## src/rtl/dll_accum_norm.sv

```systemverilog
`default_nettype none
// ============================================================================
// Module      : dll_accum_norm
// Description : Early/late integrate-and-dump with saturating accumulators and
//               MSB search that produces the truncation index for the DLL.
//               Build option DLL_ACCUM_NORM_FAST_EN selects a single-cycle
//               priority encoder instead of the serial bit search.
// Revision    : 1.0 - initial release
// ============================================================================
module dll_accum_norm #(
    parameter int IN_WIDTH    = 10,
    parameter int ACC_WIDTH   = 19,
    parameter int INDEX_WIDTH = 5,
    parameter int MIN_INDEX   = 9
) (
    input  logic                   clk,
    input  logic                   reset_n,
    input  logic                   sample_valid,
    input  logic [IN_WIDTH-1:0]    early_mag,
    input  logic [IN_WIDTH-1:0]    late_mag,
    input  logic                   dump,
    output logic [ACC_WIDTH-1:0]   early_acc,
    output logic [ACC_WIDTH-1:0]   late_acc,
    output logic [INDEX_WIDTH-1:0] index,
    output logic                   overflow,
    output logic                   result_valid,
    output logic                   busy,
    output logic                   dump_overrun
);

    localparam logic [INDEX_WIDTH-1:0] c_top_index = INDEX_WIDTH'(ACC_WIDTH - 1);
    localparam logic [INDEX_WIDTH-1:0] c_min_index = INDEX_WIDTH'(MIN_INDEX);
    localparam logic [ACC_WIDTH-1:0]   c_acc_max   = '1;

    typedef enum logic [1:0] {
        ST_IDLE   = 2'd0,
        ST_SEARCH = 2'd1,
        ST_DONE   = 2'd2
    } state_t;

    state_t                 state_q, state_d;
    logic [ACC_WIDTH-1:0]   acc_e_q, acc_e_d;
    logic [ACC_WIDTH-1:0]   acc_l_q, acc_l_d;
    logic                   sat_q, sat_d;
    logic [ACC_WIDTH-1:0]   hold_e_q, hold_e_d;
    logic [ACC_WIDTH-1:0]   hold_l_q, hold_l_d;
    logic                   hold_ovf_q, hold_ovf_d;
    logic [ACC_WIDTH-1:0]   early_acc_q, early_acc_d;
    logic [ACC_WIDTH-1:0]   late_acc_q, late_acc_d;
    logic [INDEX_WIDTH-1:0] index_q, index_d;
    logic                   overflow_q, overflow_d;
    logic                   overrun_q, overrun_d;

    logic [ACC_WIDTH:0]     w_sum_e, w_sum_l;
    logic [ACC_WIDTH-1:0]   w_next_e, w_next_l;
    logic                   w_sat_next;
    logic                   w_dump_accept;
    logic [ACC_WIDTH-1:0]   w_hold_or;
    logic                   w_found;
    logic [INDEX_WIDTH-1:0] w_found_index;

    // Saturating accumulation; the result includes any sample arriving with a dump.
    always_comb begin
        w_sum_e    = {1'b0, acc_e_q} + (ACC_WIDTH + 1)'(early_mag);
        w_sum_l    = {1'b0, acc_l_q} + (ACC_WIDTH + 1)'(late_mag);
        w_next_e   = acc_e_q;
        w_next_l   = acc_l_q;
        w_sat_next = sat_q;
        if (sample_valid) begin
            w_next_e   = w_sum_e[ACC_WIDTH] ? c_acc_max : w_sum_e[ACC_WIDTH-1:0];
            w_next_l   = w_sum_l[ACC_WIDTH] ? c_acc_max : w_sum_l[ACC_WIDTH-1:0];
            w_sat_next = sat_q | w_sum_e[ACC_WIDTH] | w_sum_l[ACC_WIDTH];
        end
    end

    assign w_dump_accept = dump && (state_q != ST_SEARCH);
    assign w_hold_or     = hold_e_q | hold_l_q;

    always_comb begin
        acc_e_d    = w_next_e;
        acc_l_d    = w_next_l;
        sat_d      = w_sat_next;
        hold_e_d   = hold_e_q;
        hold_l_d   = hold_l_q;
        hold_ovf_d = hold_ovf_q;
        overrun_d  = overrun_q;
        if (w_dump_accept) begin
            hold_e_d   = w_next_e;
            hold_l_d   = w_next_l;
            hold_ovf_d = w_sat_next;
            acc_e_d    = '0;
            acc_l_d    = '0;
            sat_d      = 1'b0;
        end else if (dump) begin
            overrun_d  = 1'b1;
        end
    end

`ifdef DLL_ACCUM_NORM_FAST_EN
    always_comb begin
        w_found       = 1'b1;
        w_found_index = c_min_index;
        for (int i = MIN_INDEX; i < ACC_WIDTH; i++) begin
            if (w_hold_or[i]) begin
                w_found_index = INDEX_WIDTH'(i);
            end
        end
    end
`else
    logic [INDEX_WIDTH-1:0] k_q, k_d;

    // One bit per cycle, from the top down; the floor terminates the search.
    always_comb begin
        w_found       = w_hold_or[k_q] || (k_q == c_min_index);
        w_found_index = k_q;
        k_d           = k_q;
        if (w_dump_accept) begin
            k_d = c_top_index;
        end else if (state_q == ST_SEARCH) begin
            k_d = k_q - 1'b1;
        end
    end

    always_ff @(posedge clk) begin
        if (!reset_n) begin
            k_q <= c_top_index;
        end else begin
            k_q <= k_d;
        end
    end
`endif

    // Output registers load on the SEARCH->DONE edge so they are already
    // valid during the result_valid cycle.
    always_comb begin
        state_d     = state_q;
        early_acc_d = early_acc_q;
        late_acc_d  = late_acc_q;
        index_d     = index_q;
        overflow_d  = overflow_q;
        case (state_q)
            ST_IDLE, ST_DONE: begin
                state_d = w_dump_accept ? ST_SEARCH : ST_IDLE;
            end
            ST_SEARCH: begin
                if (w_found) begin
                    state_d     = ST_DONE;
                    index_d     = w_found_index;
                    early_acc_d = hold_e_q;
                    late_acc_d  = hold_l_q;
                    overflow_d  = hold_ovf_q;
                end
            end
            default: begin
                state_d = ST_IDLE;
            end
        endcase
    end

    always_ff @(posedge clk) begin
        if (!reset_n) begin
            state_q     <= ST_IDLE;
            acc_e_q     <= '0;
            acc_l_q     <= '0;
            sat_q       <= 1'b0;
            hold_e_q    <= '0;
            hold_l_q    <= '0;
            hold_ovf_q  <= 1'b0;
            early_acc_q <= '0;
            late_acc_q  <= '0;
            index_q     <= c_min_index;
            overflow_q  <= 1'b0;
            overrun_q   <= 1'b0;
        end else begin
            state_q     <= state_d;
            acc_e_q     <= acc_e_d;
            acc_l_q     <= acc_l_d;
            sat_q       <= sat_d;
            hold_e_q    <= hold_e_d;
            hold_l_q    <= hold_l_d;
            hold_ovf_q  <= hold_ovf_d;
            early_acc_q <= early_acc_d;
            late_acc_q  <= late_acc_d;
            index_q     <= index_d;
            overflow_q  <= overflow_d;
            overrun_q   <= overrun_d;
        end
    end

    assign early_acc    = early_acc_q;
    assign late_acc     = late_acc_q;
    assign index        = index_q;
    assign overflow     = overflow_q;
    assign result_valid = (state_q == ST_DONE);
    assign busy         = (state_q == ST_SEARCH);
    assign dump_overrun = overrun_q;

endmodule
`default_nettype wire

```

## config.mk

```make
export PLATFORM = sky130hd
export DESIGN_NAME = dll_accum_norm
export DESIGN_NICKNAME = d
export VERILOG_FILES = /design/src/rtl/dll_accum_norm.sv
export SDC_FILE = /design/constraint.sdc
export NUM_CORES = 1
export LEC_CHECK = 0
export CORE_ASPECT_RATIO = 1.4
export CORE_MARGIN = 1
export CORE_UTILIZATION = 35
export CTS_CLUSTER_SIZE = 14
export DETAILED_ROUTE_END_ITERATION = 8
export PLACE_DENSITY = 0.58
export SLEW_MARGIN = 20
export SYNTH_ARGS = -nofsm -noshare
export SYNTH_HDL_FRONTEND = slang
export SYNTH_SLANG_ARGS = --single-unit
```

## constraint.sdc

```tcl
create_clock -name clk -period 5.3 [get_ports clk]
set_input_delay 1.06 -clock clk [delete_from_list [all_inputs] [get_ports clk]]
set_output_delay 1.06 -clock clk [all_outputs]
set_load 0.1 [all_outputs]
```

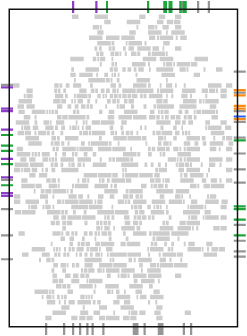
run_1/io_placement.png
Pins as bars across the die edge, other pins in grey.
[`index`] orange | pins: 5 | direction: output | edge: right
[`result_valid`] blue | pins: 1 | direction: output | edge: right
[`early_acc`] green | pins: 19 | direction: output | edge: 9 top, 5 right, 5 left
[`early_mag`] purple | pins: 10 | direction: input | edge: 8 left, 2 top
all pins by edge: 23 right, 18 left, 16 bottom, 14 top
die height: 163 um
DIE WIDTH: 117 um
Port Buffers: 70

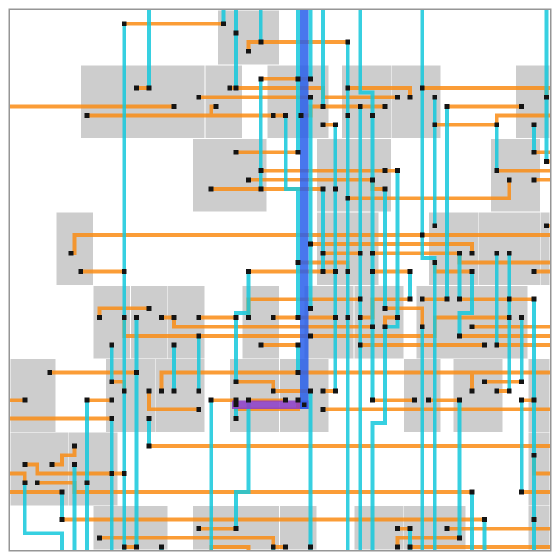
run_1/detail.png
Region (19, 31) to (39, 51) um. Cells in grey, sequential cells in the stronger grey; small squares are vias.
[metal 4] blue
[metal 2] cyan
[metal 1] orange
[metal 3] purple
most frequent: o21ai_0 (6), a21oi_1 (4)
sequential cells in the window: 0
cells with their middle in the window: 34

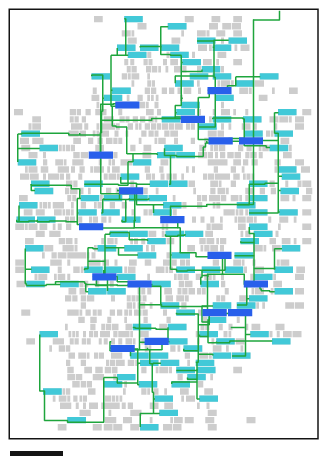
run_1/clk_routes.png
Bar = 20 um.
[clock drivers] blue | count: 17
[flip-flops] cyan | count: 130
[clock wires] green | length: 1,850 um
flops lie: spread over the die
routed clock nets: 18
Insertion Delay late pin: 0.42 ns
power share of the clock group: 0.405
skew final: 0.0103 ns
Clk. pwr: 1.00 mW

==> run 1: power breakdown <==
| part | leakage, nW | internal, mW | switching, mW |
|---|---|---|---|
| Sequential | 1.06 | 1.02 | 0.0473 |
| Combinational | 1.50 | 0.140 | 0.264 |
| Clock | 0.242 | 0.581 | 0.421 |
==> run 1: synth_stat cells (3+ instances only) <==
library cell  count  area share
inv_1            22       0.013
nand4_1          10      0.0097
a31oi_1          15       0.015
a21oi_1          42       0.033
or3_1             4      0.0039
a21boi_0          3      0.0035
ha_1             22       0.043
a311oi_1          7      0.0095
xor2_1            7      0.0095
nor3_1           40       0.031
buf_2             6      0.0047
clkbuf_1         32       0.019
o211ai_1          7      0.0082
nor3b_1           4      0.0047
and2_1            6      0.0058
o32ai_1          10       0.014
o22ai_1          14       0.014
nand2b_1          4      0.0039
xnor2_1           9       0.012
a21o_1            4      0.0047
dfxtp_1         130        0.40
buf_6             6       0.010
o2111ai_1         4      0.0054
nand3_1          16       0.012
nor4_1           16       0.016
nor2_1           66       0.038
nor2b_1           7      0.0068
o21a_1            5      0.0058
mux2i_1          42       0.065
nand2_1         114       0.066
o21ai_0          31       0.024
a211oi_1         14       0.016
o21ai_1           4      0.0031
and3_1            8      0.0078
==> run 1: cells by family after synthesis <==
| kind of cell | after synthesis | share of synthesized area |
|---|---|---|
| buffers and inverters | 69 | 0.0495 |
| adder cells (fa/ha/maj) | 24 | 0.0489 |
| AND/OR/NAND/NOR | 306 | 0.222 |
| XOR/XNOR | 16 | 0.0217 |
| AND-OR/OR-AND | 181 | 0.188 |
| flip-flops | 130 | 0.404 |
| multiplexers | 42 | 0.0652 |
==> run 1: metal layers <==
layer,vias up,part of all wire,GRT usage
li1,2882,-,-
met1,2692,0.46,0.259
met2,168,0.46,0.319
met3,45,0.044,0.0458
met4,0,0.034,0.0938
met5,-,0,0
==> run 1: worst paths after layout <==
check	from	to	depth (start not counted)
worst max-delay path	state_q[1]	busy	3
worst min-delay path	index[4]	index[4]	2
worst max register to register	k_q[1]	late_acc[2]	8
worst min register to register	index[4]	index[4]	2
==> run 1: state kept, by name (all words and copies together) (netlist names) <==
| name | count |
|---|---|
| dump_overrun | 1 |
| acc_l_q | 19 |
| sat_q | 1 |
| late_acc | 19 |
| hold_ovf_q | 1 |
| early_acc | 19 |
| overflow | 1 |
| k_q | 5 |
| hold_e_q | 19 |
| hold_l_q | 19 |
| state_q | 2 |
| index | 5 |
| acc_e_q | 19 |
==> run 1: worst register-to-register path, cell delays in order, from the launching register on <==
cell and delay (ns):
dfxtp_1 0.64, inv_1 0.28, ha_1 0.24, a31o_2 0.26, nor4_4 0.30, o311ai_2 0.21, o21ai_2 0.73, buf_4 0.38
mux2i_1 0.21
==> run 1: layout make-up <==
class	instances	area (sq um)	share of cell area
Sequential cell	130	2600	0.336
Tap cell	240	300	0.0388
Clock inverter	8	42.5	0.00550
Inverter	22	82.6	0.0107
Clock buffer	21	440	0.0569
Timing Repair Buffer	75	736	0.0951
Multi-Input combinational cell	569	3530	0.456
==> ci_impl_report.md, run 1 <==
### Yosys + OpenROAD results

| Metric | Value |
|---|---|
| Status | finished clean |
| Drt drc | 0 |
| Max-Slew Margin vs Limit | 0.341 |
| Slowest CP cell | clkdlybuf4s50_1 |
| Hold Violations, Final | 0 |
| Post-CTS Setup Bufs | 0 |
| Most frequent logic cell in the layout | dfxtp_1 |
| Lkg Pwr | 2.80 nW |
| Synth cell types | 62 |
| Root Driver | clkbuf_16 |
| Largest net degree at the start of global routing | 57 |
| Worst Setup Start Kind | flop |
| H-tree Lvls | 4 |
| Post-Syn Instances | 768 |
| Cts hold-fix bufs | 0 |
| Max Freq | 0.290 GHz |
| TritonCTS clock tree | done |
| Max Cap Violations | 0 |
| Vias per std cell | 5.43 |
| Tool warnings | 27 |
| Number of top-level pins | 71 |
| Placed Instance Area | 7250 sq um |
| Pre-CTS setup slack | 1.50 ns |
| GPL Wtd Cong | 0.904 |
| CP endpoint kind | output port |
| RSZ-0062 raised after global routing | no |
| Clk sinks | 130 |
| Post-CTS sizing | 0 |
| First-iteration detailed-routing DRC count | 460 |
| FFs w/ async S/R, synth | 0 |
| Final min period | 3.44 ns |
| Final Core Density | 0.430 |
| CTS Buf Count | 17 |
| Vias in the first global route | 5,437 |
| Drt pass-1 iters | 5 |
| Nets | 863 |
| Area growth from synthesis to layout | 20.0% |
| Core Rows | 58 |
| Worst Path Arrival | 2.38 ns |
| Flops after synth | 130 |
| Hold_ws | 0.450 ns |
| Final ANT Viol Nets | 0 |
| Filler Cell Count | 1,892 |
| Crit path DRT | 4.24 ns |
| Vias | 5,787 |
| Min-delay worst type | reg2reg |
| Yosys chip area | 6450 sq um |
| CP bufs+invs | 2 |
| Die area | 19,000 sq um |
| Floorplan Nets | 816 |
| Routed WL | 18,400 um |
| Max-slew violations | 0 |
| Reg2Reg Setup Slack | 1.96 ns |
| Diode count | 0 |
| Yosys warns | 0 |
| Post-placement cell count | 1,036 |
| VDD IR max | 211 uV |
| Total Neg Setup Slack | 0 ns |
| # Cells Yosys | 768 |
| Global-route wire length before repair | 29,000 um |
| CP top delay family | buffers and inverters |
| Setup violators final | 0 |
| Finished Layout Cells | 1,065 |
| Max incr delay on CP | 1.18 ns |
| Floorplan Utilization | 0.358 |
| Antenna violations before repair | 0 |
| Cycle use final | 0.650 |
| Critical path, cell by cell | nand2b_1 > inv_1 > clkdlybuf4s50_1 |
| Fin area | 7730 sq um |
| Number of enable flip-flop cells | 0 |
| Final Total Pwr | 2.48 mW |
| GRT Residual Overflow | 0 |
| WL/cell | 17.3 um |
| Least-Margin Pin Slew | 0.986 ns |
| Share of layout cells above drive strength 1 | 0.0545 |
| Core ar. | 18,000 sq um |
| Main flop type | dfxtp_1 |
| Reg clk slew, reported paths | 0.05 ns |
| Clock tree buffer depth | 2 |
| Seq/Total Area, Yosys | 0.404 |
| Critical path class | reg2out |
| Post-DP HPWL | 13,100 um |
| GRT Util Overall | 0.202 |
| Mapped Area | 6450 sq um |
| Final worst slack | 1.86 ns |
| Mapped Avg Cell Area | 8.39 sq um |
| Power Density | 320 nW/um^2 |
| Highest fanout seen on the critical path | 7 |
| Top Layout Cells | dfxtp_1, nand2_1, clkdlybuf4s50_1 |
==> run 2, diff against run 1 <==
--- a/config.mk
+++ b/config.mk
@@ -10,7 +10,7 @@
 export CORE_UTILIZATION = 35
 export CTS_CLUSTER_SIZE = 14
 export DETAILED_ROUTE_END_ITERATION = 8
-export PLACE_DENSITY = 0.58
+export PLACE_DENSITY = 0.6
 export SLEW_MARGIN = 20
 export SYNTH_ARGS = -nofsm -noshare
 export SYNTH_HDL_FRONTEND = slang
==> constraint.sdc (replaced) <==
create_clock -name clk -period 2.9 [get_ports clk]
set_input_delay 0.58 -clock clk [delete_from_list [all_inputs] [get_ports clk]]
set_output_delay 0.58 -clock clk [all_outputs]
set_load 0.1 [all_outputs]
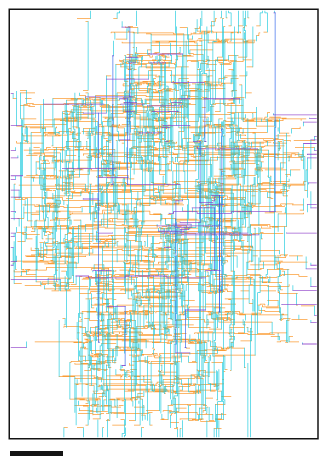
run_2/wires.png
Bar = 20 um.
[metal 4] blue | wire length: 558 um
[metal 1] orange | wire length: 8,390 um
[metal 2] cyan | wire length: 9,280 um
[metal 3] purple | wire length: 718 um
Routed WL: 18,900 um
GRT Util Overall: 0.212
WL/cell: 16.6 um

==> run 2 against run 1 <==
  * Synthesized cell count is the same
  * Final area grew 8.4%
  * Non-clock buffer count grew 75
  * Combinational power grew 110%
  * Count of clock-buffer cells in the layout shrank 2
  * Total power grew 110%
  * First-iteration DRC count shrank 18%
  * Area after synthesis is the same
  * Worst setup slack lost 1.6 ns
  * Clock skew grew 0.0020 ns
  * Critical path type is now in2reg
  * Largest cell class unchanged
==> ci_impl_report.md, run 2 <==
### Yosys + OpenROAD results

| Metric | Value |
|---|---|
| Status | finished clean |
| Nets | 938 (+8.7%) |
| Crit path DRT | 3.21 ns (-1.03 ns) |
| Antenna violations before repair | 0 (unchanged) |
| Reg power frac | 0.380 (-0.052) |
| Fin area | 8390 sq um (+8.4%) |
| Drt pass-1 iters | 5 (unchanged) |
| Clk sinks | 130 (unchanged) |
| RSZ-0062 raised after global routing | no |
| # Cells Yosys | 768 (unchanged) |
| Number of top-level pins | 71 (unchanged) |
| Final min period | 2.69 ns |
| Core Rows | 58 (unchanged) |
| Post-CTS Setup Bufs | 0 (unchanged) |
| Die area | 19,000 sq um (unchanged) |
| Reg clk slew, reported paths | 0.06 ns (about the same) |
| Main flop type | dfxtp_1 |
| Drt drc | 0 (unchanged) |
| Seq/Total Area, Yosys | 0.404 (unchanged) |
| Largest net degree at the start of global routing | 90 (+58%) |
| Mapped Area | 6450 sq um (unchanged) |
| Final ANT Viol Nets | 0 (unchanged) |
| Root Driver | clkbuf_16 |
| Max-Slew Margin vs Limit | 0.542 (+0.201) |
| Yosys chip area | 6450 sq um (unchanged) |
| Tool warnings | 27 (unchanged) |
| Sw Ratio | 0.283 (-0.0127) |
| Synth cell types | 62 (unchanged) |
| DIE WIDTH | 117 um (unchanged) |
| Insertion Delay late pin | 0.43 ns (about the same) |
| Power share of the clock group | 0.452 (+0.047) |
| Hold Violations, Final | 0 (unchanged) |
| Critical path class | in2reg |
| Post-CTS sizing | 0 (unchanged) |
| First-iteration detailed-routing DRC count | 378 (-18%) |
| Flops after synth | 130 (unchanged) |
| Least-Margin Pin Slew | 0.687 ns (-0.299 ns) |
| Die height | 163 um (unchanged) |
| Floorplan Utilization | 0.358 (unchanged) |
| Area growth from synthesis to layout | 30.1% |
| Skew final | 0.0123 ns (+0.00202 ns) |
| Max-slew violations | 0 (unchanged) |
| Post-DP HPWL | 14,000 um (+6.7%) |
| Placed Instance Area | 7740 sq um (+6.8%) |
| Max Freq | 0.372 GHz |
| Vias | 6,059 (+4.7%) |
| Port Buffers | 70 (unchanged) |
| Post-Syn Instances | 768 (unchanged) |
| GPL Wtd Cong | 0.869 (-4.0%) |
| Cts hold-fix bufs | 0 (unchanged) |
| Final worst slack | 0.209 ns (-1.65 ns) |
| Number of enable flip-flop cells | 0 (unchanged) |
| Filler Cell Count | 1,853 (-2.1%) |
| Min-delay worst type | reg2reg |
| Critical path, cell by cell | clkdlybuf4s50_1 > ha_1 > inv_1 > fa_1 > nand2b_1 > a21oi_1 > o2111a_1 > buf_4 > o41ai_4 > nor4_1 > nor3_1 |
| Top cell type's share of synthesized area | 0.404 (unchanged) |
| Pre-CTS setup slack | -0.238 ns (-1.74 ns) |
| Diode count | 0 (unchanged) |
| Power Density | 610 nW/um^2 (+91%) |
| CTS Buf Count | 17 (unchanged) |
| Setup violators final | 0 (unchanged) |
| Final Total Pwr | 5.12 mW (+110%) |
| Worst Path Arrival | 3.00 ns (+0.62 ns) |
| CP endpoint kind | flop |
| Cycle use final | 0.928 |
| Highest fanout seen on the critical path | 6 (-1) |
| Vias per std cell | 5.30 (-2.4%) |
| Most frequent logic cell in the layout | dfxtp_1 |
| Share of layout cells above drive strength 1 | 0.189 (+0.135) |
| Max Cap Violations | 0 (unchanged) |
| Global-route wire length before repair | 30,400 um (+4.6%) |
| Post-synth top cells | dfxtp_1, nand2_1, nor2_1, a21oi_1, mux2i_1 |
| FFs w/ async S/R, synth | 0 (unchanged) |
| Lkg Pwr | 3.34 nW (+19%) |
| GRT Residual Overflow | 0 (unchanged) |
| Most frequent cell after synthesis | dfxtp_1 |
| VDD IR max | 438 uV (+110%) |
| Post-synth area hogs | dfxtp_1, nand2_1, mux2i_1 |
| TritonCTS clock tree | done |
| Gate power share | 0.167 (+0.004) |
| Clock tree buffer depth | 2 (unchanged) |
| H-tree Lvls | 4 (unchanged) |
| CP top delay family | buffers and inverters |
| Top Layout Cells | dfxtp_1, buf_4, nand2_1 |
| Yosys warns | 0 (unchanged) |
| Mapped Avg Cell Area | 8.39 sq um (unchanged) |
| Sw Pwr | 1.45 mW (+98%) |
| Max incr delay on CP | 0.46 ns (-0.72 ns) |
| Internal | 3.67 mW (+110%) |
| CP bufs+invs | 3 (+1) |
| Vias in the first global route | 5,773 (+6.2%) |
| Synth area leader | dfxtp_1 |
| Slowest CP cell | clkdlybuf4s50_1 |
| Floorplan Nets | 816 (unchanged) |
| Worst Setup Start Kind | input port |
| Core ar. | 18,000 sq um (unchanged) |
## run 2: cell counts after synthesis
No cell type changed its count.
## run 2: per-stage QoR
stage	hold WS, ns	cells	utilization	setup TNS [ns]
CTS	0.455	1143	0.465	0
floorplan	0.433	768	-	0
finish	0.452	1143	0.466	0
global route	0.479	1143	0.466	0
global placement	0.441	1111	0.430	-3.04
detailed placement	0.447	1111	0.430	-4.12
## run 2: final timing paths
check                           slack (ns)  cells past startpoint      endpoint         start
worst max-delay path                  0.21                     11  hold_e_q[16]  early_mag[0]
worst min-delay path                  0.45                      2      index[4]      index[4]
worst max register to register        0.22                      8   late_acc[1]        k_q[0]
worst min register to register        0.45                      2      index[4]      index[4]
## run 2: metal layers
layer	wire, um	vias up	global-route usage
li1	-	3035	-
met1	8390	2850	0.270
met2	9280	144	0.342
met3	718	30	0.0368
met4	557	0	0.102
met5	0	-	0
## run 2: final cells by class
class                   count  area (sq um)  area share
repair buffers            150          1230       0.147
multi-input cells         569          3540       0.422
well taps                 240           300      0.0358
flip-flops and latches    130          2600       0.310
clock inverters            13           196      0.0234
inverters                  22          82.6     0.00985
clock buffers              19           433      0.0516
## run 2: power by group through the flow
stage | clock (mW) | combinational, mW | sequential (mW)
detailed placement | 0 | 0.850 | 1.98
CTS | 2.35 | 0.856 | 1.95
global route | 2.44 | 0.941 | 1.95
finish | 2.31 | 0.856 | 1.95
floorplan | 0 | 0.487 | 2.03
global placement | 0 | 0.846 | 1.99
## run 2: tightest hold or removal path, cell delays in order, from the launching register on
cell     delay (ns)
dfxtp_1        0.31
nand2_1        0.06
o21ai_1        0.05
## run 2: cell families (layout without fill, tap and decap cells)
family / after synthesis / in the layout / synth area share
buffers and inverters: 69 / 204 / 0.0495
XOR/XNOR: 16 / 16 / 0.0217
AND/OR/NAND/NOR: 306 / 306 / 0.222
AND-OR/OR-AND: 181 / 181 / 0.188
multiplexers: 42 / 42 / 0.0652
flip-flops: 130 / 130 / 0.404
adder cells (fa/ha/maj): 24 / 24 / 0.0489
==> run 3, diff against run 2 <==
--- a/config.mk
+++ b/config.mk
@@ -5,11 +5,12 @@
 export SDC_FILE = /design/constraint.sdc
 export NUM_CORES = 1
 export LEC_CHECK = 0
-export CORE_ASPECT_RATIO = 1.4
+export CORE_ASPECT_RATIO = 0.8
 export CORE_MARGIN = 1
 export CORE_UTILIZATION = 35
 export CTS_CLUSTER_SIZE = 14
 export DETAILED_ROUTE_END_ITERATION = 8
+export GPL_TIMING_DRIVEN = 0
 export PLACE_DENSITY = 0.6
 export SLEW_MARGIN = 20
 export SYNTH_ARGS = -nofsm -noshare
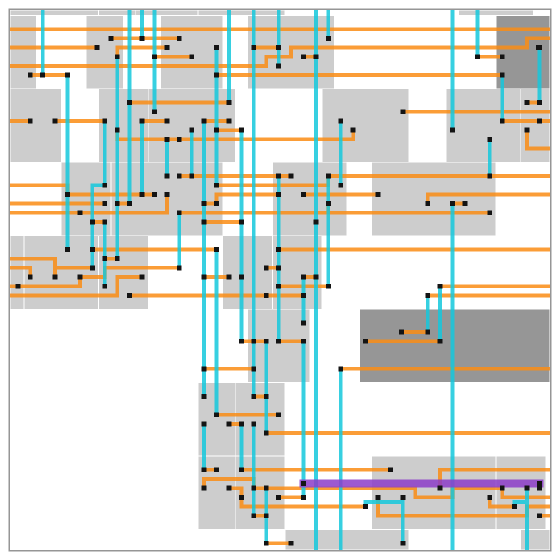
run_3/detail.png
Region (28, 21) to (48, 41) um. Cells in grey, sequential cells in the stronger grey; small squares are vias.
[metal 3] purple
[metal 1] orange
[metal 2] cyan
netlist names of flops here include: `acc_e_q` (1)
most frequent: o21ai_0 (4)
cells with their middle in the window: 24
sequential cells in the window: 1

==> run 3 against run 2 <==
  * Synthesized cell count unchanged
  * Clock skew hardly changed
  * Final area down 2.5%
  * Maximum frequency is 3.1% lower
  * Sequential share of layout area is 0.79 points higher
  * Total power grew 0.84%
  * Count of clock-buffer cells in the layout did not move
  * Largest cell class unchanged
  * Largest power group unchanged
  * Highest routed layer unchanged
==> ci_impl_report.md, run 3 <==
### Yosys + OpenROAD results

| Metric | Value |
|---|---|
| Status | finished clean |
| Final ANT Viol Nets | 0 (unchanged) |
| Area growth from synthesis to layout | 26.8% |
| TritonCTS clock tree | done |
| Final min period | 2.78 ns (+0.0867 ns) |
| Total Neg Setup Slack | 0 ns (unchanged) |
| Final Core Density | 0.462 (-0.00400) |
| Max-Slew Margin vs Limit | 0.336 (-0.206) |
| First-iteration detailed-routing DRC count | 534 (+41%) |
| Largest net degree at the start of global routing | 17 (-81%) |
| Vias per std cell | 5.59 (+5.5%) |
| Post-synth top cells | dfxtp_1, nand2_1, nor2_1, a21oi_1, mux2i_1 |
| Power Density | 631 nW/um^2 (+3.4%) |
| RSZ-0062 raised after global routing | no |
| Lkg Pwr | 2.97 nW (-11%) |
| Clk sinks | 130 (unchanged) |
| Number of top-level pins | 71 (unchanged) |
| Cts hold-fix bufs | 0 (unchanged) |
| Post-Syn Instances | 768 (unchanged) |
| Number of enable flip-flop cells | 0 (unchanged) |
| Most frequent cell after synthesis | dfxtp_1 |
| Max Cap Violations | 0 (unchanged) |
| Cycle use final | 0.958 (+0.0299) |
| Clock tree buffer depth | 2 (unchanged) |
| CTS Buf Count | 17 (unchanged) |
| Port Buffers | 69 (-1.4%) |
| Final worst slack | 0.122 ns (-0.0867 ns) |
| FFs w/ async S/R, synth | 0 (unchanged) |
| Fin area | 8180 sq um (-2.5%) |
| Tool warnings | 27 (unchanged) |
| Mapped Area | 6450 sq um (unchanged) |
| GPL Wtd Cong | 0.922 (+6.2%) |
| H-tree Lvls | 4 (unchanged) |
| Drt drc | 0 (unchanged) |
| Finished Layout Cells | 1,094 (-4.3%) |
| Yosys warns | 0 (unchanged) |
| CP endpoint kind | flop |
| Mapped Avg Cell Area | 8.39 sq um (unchanged) |
| Nets | 905 (-3.5%) |
| Root Driver | clkbuf_16 |
| Max Freq | 0.360 GHz (-3.1%) |
| Diode count | 0 (unchanged) |
| Die area | 19,000 sq um (about the same) |
| VDD IR max | 269 uV (-39%) |
| Vias in the first global route | 5,626 (-2.5%) |
| Hold_ws | 0.450 ns (-0.00206 ns) |
| Worst Path Arrival | 3.06 ns (+0.06 ns) |
| Core ar. | 17,700 sq um (-1.6%) |
| # Cells Yosys | 768 (unchanged) |
| Die height | 123 um (-24%) |
| Skew final | 0.0120 ns (-0.000240 ns) |
| Main flop type | dfxtp_1 |
| Highest fanout seen on the critical path | 4 (-2) |
| Vias | 6,116 (+0.94%) |
| Min-delay worst type | reg2reg |
| GRT Residual Overflow | 0 (unchanged) |
| Insertion Delay late pin | 0.43 ns (about the same) |
| Crit path DRT | 3.18 ns (-0.03 ns) |
| Antenna violations before repair | 0 (unchanged) |
| Yosys chip area | 6450 sq um (unchanged) |
| WL/cell | 18.3 um (+10%) |
| Hold Violations, Final | 0 (unchanged) |
| Least-Margin Pin Slew | 0.993 ns (+0.306 ns) |
| Worst Setup Start Kind | input port |
| Placed Instance Area | 7420 sq um (-4.2%) |
| Core Rows | 43 (-26%) |
| Post-DP HPWL | 14,900 um (+6.5%) |
| Pre-CTS setup slack | -0.671 ns (-0.433 ns) |
| Global-route wire length before repair | 31,300 um (+2.9%) |
| Floorplan Nets | 816 (unchanged) |
## run 3: cell types whose count changed in the layout (fill, tap and decap cells not counted), moves of 3 or more
cell | before | now
buf_12 | 4 | 0
o21ai_2 | 1 | 4
clkdlybuf4s50_1 | 22 | 68
inv_6 | 6 | 1
buf_2 | 0 | 5
clkinvlp_4 | 2 | 5
a211oi_1 | 14 | 11
buf_6 | 0 | 6
buf_4 | 124 | 3
clkbuf_1 | 2 | 32
## run 3: worst paths after layout
check                            startpoint      endpoint  slack [ns]  cells past startpoint
worst max-delay path            late_mag[0]  hold_l_q[18]        0.12                     10
worst min-delay path               index[4]      index[4]        0.45                      2
worst max register to register  acc_l_q[12]   hold_l_q[4]        0.32                      6
worst min register to register     index[4]      index[4]        0.45                      2
## run 3: worst max-delay path, cell delays in order
cell and delay (ns):
clkdlybuf4s50_1 0.47, ha_1 0.17, inv_1 0.06, fa_1 0.41, nor2b_1 0.23, o2111ai_1 0.16
nand4_1 0.25, nand3_1 0.17, nor4b_2 0.42, o32ai_1 0.13
## run 3: layer usage
layer | routed length, um | track usage
met5 | 0 | 0
met4 | 181 | 0.0613
met3 | 1500 | 0.0526
met2 | 8430 | 0.319
met1 | 9890 | 0.314
## run 3: area by class of cell
cell class              instances  area, sq um
clock buffers                  19          453
plain buffers                  47          239
fillers                      1741         9520
flip-flops and latches        130         2600
inverters                      22         82.6
multi-input cells             569         3620
repair buffers                 70          697
well taps                     225          282
clock inverters                12          205
## run 3: cells by family after synthesis
group / Yosys count / share of synthesized area
AND-OR/OR-AND: 181 / 0.188
multiplexers: 42 / 0.0652
flip-flops: 130 / 0.404
buffers and inverters: 69 / 0.0495
AND/OR/NAND/NOR: 306 / 0.222
adder cells (fa/ha/maj): 24 / 0.0489
XOR/XNOR: 16 / 0.0217
## run 3: where the power goes
group | switching [mW] | leakage [nW] | internal, mW | total, mW
logic | 0.530 | 1.61 | 0.277 | 0.808
registers | 0.0755 | 1.06 | 1.87 | 1.94
clock network | 0.840 | 0.304 | 1.57 | 2.41
## run 3: what timing repair did
action                     CTS  global route
gates cloned                 0             0
gates resized                9            13
setup endpoints to repair   16            42
buffers inserted             0             1
pin swaps                    0             2
Power figures rest on the tool's default switching activity, not on a simulated workload.
